<file path="src/rtl/wb_reg_slave.sv">
// Wishbone classic single-access slave with a small register bank, programmable wait states
// and a registered level interrupt.
module wb_reg_slave #(
  parameter int unsigned             ADDR_WIDTH  = 32,
  parameter int unsigned             DATA_WIDTH  = 16,
  parameter int unsigned             NUM_REGS    = 8,
  parameter logic [ADDR_WIDTH-1:0]   BASE_ADDR   = '0,
  parameter int unsigned             WAIT_STATES = 1
) (
  input  logic                  clk_i,
  input  logic                  rst_i,
  input  logic                  cyc_i,
  input  logic                  stb_i,
  input  logic                  we_i,
  input  logic [ADDR_WIDTH-1:0] adr_i,
  input  logic [DATA_WIDTH-1:0] dat_i,
  output logic                  ack_o,
  output logic [DATA_WIDTH-1:0] dat_o,
  output logic                  irq_o
);

  localparam int unsigned OffW   = $clog2(NUM_REGS);
  localparam int unsigned NumScr = NUM_REGS - 4;

  typedef enum logic [1:0] {StIdle, StWait, StAck} state_e;

  state_e                state_q;
  logic [3:0]            cnt_q;
  logic                  ack_q, irq_q;
  logic [DATA_WIDTH-1:0] dat_q;
  logic                  wr_en_q;
  logic [OffW-1:0]       wr_off_q;
  logic [DATA_WIDTH-1:0] wr_dat_q;

  logic [DATA_WIDTH-1:0] ctrl_q, ctrl_d;
  logic [1:0]            stat_q, stat_d;
  logic [DATA_WIDTH-1:0] acc_q, acc_d;
  logic [DATA_WIDTH-1:0] scr_q [NumScr];
  logic [DATA_WIDTH-1:0] scr_d [NumScr];

  logic [ADDR_WIDTH-1:0] off_full;
  logic                  in_range;
  logic [OffW-1:0]       off;
  logic                  go, enter_ack;
  logic [DATA_WIDTH-1:0] rd_data;

  assign off_full = adr_i - BASE_ADDR;
  assign in_range = (adr_i >= BASE_ADDR) && (off_full < ADDR_WIDTH'(NUM_REGS));
  assign off      = off_full[OffW-1:0];
  assign go       = cyc_i & stb_i;

  // Address/data are sampled only on the edge that enters StAck.
  assign enter_ack = go && (((state_q == StIdle) && (WAIT_STATES == 0)) ||
                            ((state_q == StWait) && (cnt_q == 4'd0)));

  always_comb begin
    rd_data = '0;
    if (in_range) begin
      case (off)
        OffW'(0): rd_data = ctrl_q;
        OffW'(1): rd_data = {{(DATA_WIDTH-2){1'b0}}, stat_q};
        OffW'(3): rd_data = acc_q;
        default:  rd_data = '0;
      endcase
      for (int unsigned i = 0; i < NumScr; i++) begin
        if (off == OffW'(i + 4)) rd_data = scr_q[i];
      end
    end
  end

  // Register-bank updates happen only on the edge leaving StAck.
  always_comb begin
    ctrl_d = ctrl_q;
    stat_d = stat_q;
    acc_d  = acc_q;
    scr_d  = scr_q;
    if (state_q == StAck) begin
      acc_d = acc_q + DATA_WIDTH'(1);
      if (wr_en_q) begin
        case (wr_off_q)
          OffW'(0): ctrl_d = wr_dat_q;
          OffW'(1): stat_d = stat_q & ~wr_dat_q[1:0];
          OffW'(2): if (wr_dat_q[0]) stat_d[0] = 1'b1;
          default: ;
        endcase
        for (int unsigned i = 0; i < NumScr; i++) begin
          if (wr_off_q == OffW'(i + 4)) scr_d[i] = wr_dat_q;
        end
      end
      // Applied after the W1C so a same-edge wrap wins.
      if (acc_q == '1) stat_d[1] = 1'b1;
    end
  end

  always_ff @(posedge clk_i or negedge rst_i) begin
    if (!rst_i) begin
      state_q  <= StIdle;
      cnt_q    <= '0;
      ack_q    <= 1'b0;
      irq_q    <= 1'b0;
      dat_q    <= '0;
      wr_en_q  <= 1'b0;
      wr_off_q <= '0;
      wr_dat_q <= '0;
      ctrl_q   <= '0;
      stat_q   <= '0;
      acc_q    <= '0;
      scr_q    <= '{default: '0};
    end else begin
      ack_q  <= enter_ack;
      irq_q  <= ctrl_q[0] & (|stat_q);
      ctrl_q <= ctrl_d;
      stat_q <= stat_d;
      acc_q  <= acc_d;
      scr_q  <= scr_d;
      if (enter_ack) begin
        wr_en_q  <= we_i & in_range;
        wr_off_q <= off;
        wr_dat_q <= dat_i;
        if (!we_i) dat_q <= rd_data;
      end
      case (state_q)
        StIdle: begin
          if (go) begin
            if (WAIT_STATES == 0) begin
              state_q <= StAck;
            end else begin
              state_q <= StWait;
              cnt_q   <= 4'(WAIT_STATES - 1);
            end
          end
        end
        StWait: begin
          if (!go)                  state_q <= StIdle;
          else if (cnt_q == 4'd0)   state_q <= StAck;
          else                      cnt_q   <= cnt_q - 4'd1;
        end
        StAck:   state_q <= StIdle;
        default: state_q <= StIdle;
      endcase
    end
  end

  assign ack_o = ack_q;
  assign dat_o = dat_q;
  assign irq_o = irq_q;

endmodule

</file>
<file path="config.mk">
export PLATFORM = sky130hd
export DESIGN_NAME = wb_reg_slave
export DESIGN_NICKNAME = d
export VERILOG_FILES = /design/src/rtl/wb_reg_slave.sv
export SDC_FILE = /design/constraint.sdc
export NUM_CORES = 1
export LEC_CHECK = 0
export CAP_MARGIN = 30
export CORE_MARGIN = 4
export CORE_UTILIZATION = 40
export CTS_BUF_LIST = sky130_fd_sc_hd__clkbuf_16
export DETAILED_ROUTE_END_ITERATION = 8
export PLACE_DENSITY = 0.63
export SLEW_MARGIN = 20
export SYNTH_ARGS = -nofsm -noshare
export SYNTH_HDL_FRONTEND = slang
export SYNTH_SLANG_ARGS = --single-unit
</file>
<file path="constraint.sdc">
create_clock -name clk_i -period 2.1 [get_ports clk_i]
set_clock_uncertainty 0.05 [all_clocks]
set_input_delay 0.315 -clock clk_i [delete_from_list [all_inputs] [get_ports clk_i]]
set_output_delay 0.315 -clock clk_i [all_outputs]
set_load 0.005 [all_outputs]
</file>
**Wiring by layer**

The bar under the picture is 50 um long.
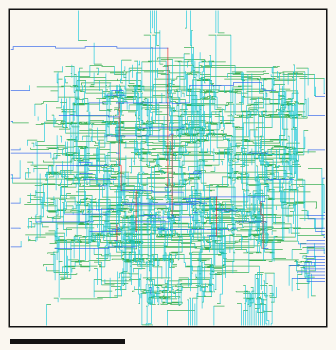
- cyan: M2 (wire length 8,030 um)
- red: M4 (wire length 197 um)
- green: M1 (wire length 7,670 um)
- blue: M3 (wire length 898 um)

==> datasheet_impl.txt <==
Table: implementation figures

Parameter                              Value

Status
  Outcome    finished clean

Power and ir drop
  Sequential Power    3350 uW
  Top power group    sequential cells
  Power drawn by the combinational cells    724 uW
  Register share of total power    46.3%
  PD cells    858 mW/mm2

Worst setup path
  CP Depth    5
  Bufs and invs on worst path    1
  Category of the critical setup timing path    register to register
  Start of the worst register-to-register path    state_q[0]
  Slowest stage delay, CP    0.48 ns
  Logic depth of the worst register-to-register path    5

Synth
  Simple share    11.6%
  Adder share    0.374%
  Cell types occupying the most area after synthesis    sky130_fd_sc_hd__dfrtp_1 (53%), sky130_fd_sc_hd__mux2_2 (14%), sky130_fd_sc_hd__mux2_4 (4.5%), sky130_fd_sc_hd__nand2_1 (3.1%), sky130_fd_sc_hd__a21oi_1 (2.1%)
  Cells after Synth    564

Timing
  Hold Vio Cnt, Final    0
  Max Freq    0.509 GHz
  Slew Limit Headroom    72.6%
  RSZ-0062 raised after global routing    no

Placed design
  Number of I/O port buffers    70

Detailed routing
  Number of nets still failing antenna checks after routing    0
  Iteration-0 DRC Markers    330
  Met2 wirelength from detailed routing    8030 um

Clock tree
  Postcts setup bufs    0
  CTS tree    built
  Resized cells post-CTS    0
  Number of buffers inserted by hold repair at cts    1

Cells and area
  Most frequent cells in the layout    sky130_fd_sc_hd__dfrtp_1 (142), sky130_fd_sc_hd__mux2_2 (81), sky130_fd_sc_hd__clkdlybuf4s50_1 (67)
  Share of final-layout standard cells stronger than drive strength 1    26.9%
  Sequential cell area in the final layout    0.00355 mm2

Die
  Floorplan die height    137 um
**Track usage over the die**

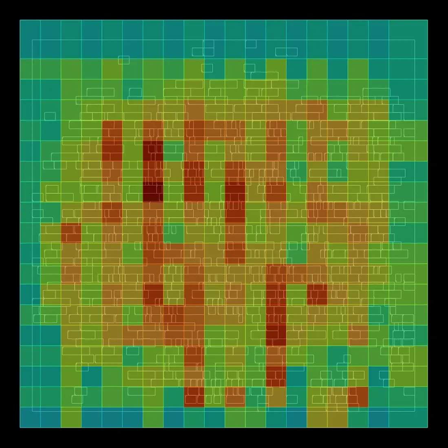
met3 usage in global routing: 5.19%
global routing usage on met2: 29.9%
global-route usage over all layers: 18.8%
final core utilization: 52.3%
GR peak layer: met2

-- stage by stage --
| step | worst slack [ns] | std cells | util (%) | cell area (um2) | total power [uW] |
|---|---|---|---|---|---|
| after global routing | 0.0177 | 881 | 52.3 | 8430 | 7540 |
| final | 0.134 | 881 | 52.3 | 8430 | 7230 |
| after detailed placement | 0.0281 | 848 | 48.4 | 7800 | 4120 |
| after floorplan | 0.254 | 564 | - | 6680 | 3730 |
| after CTS | 0.144 | 881 | 52.3 | 8430 | 7300 |
| after global placement | 0.121 | 848 | 48.4 | 7800 | 4060 |
-- kinds of logic (layout without fill, tap and decap cells) --
group,after synthesis,after routing
AOI/OAI and AO/OA,101,101
xor gates and xnor gates,15,15
adders and majority gates,2,2
buffers and inverters,45,146
DFF,142,142
muxes,117,117
and+or+nand+nor,142,142
Power figures rest on the tool's default switching activity, not on a simulated workload.
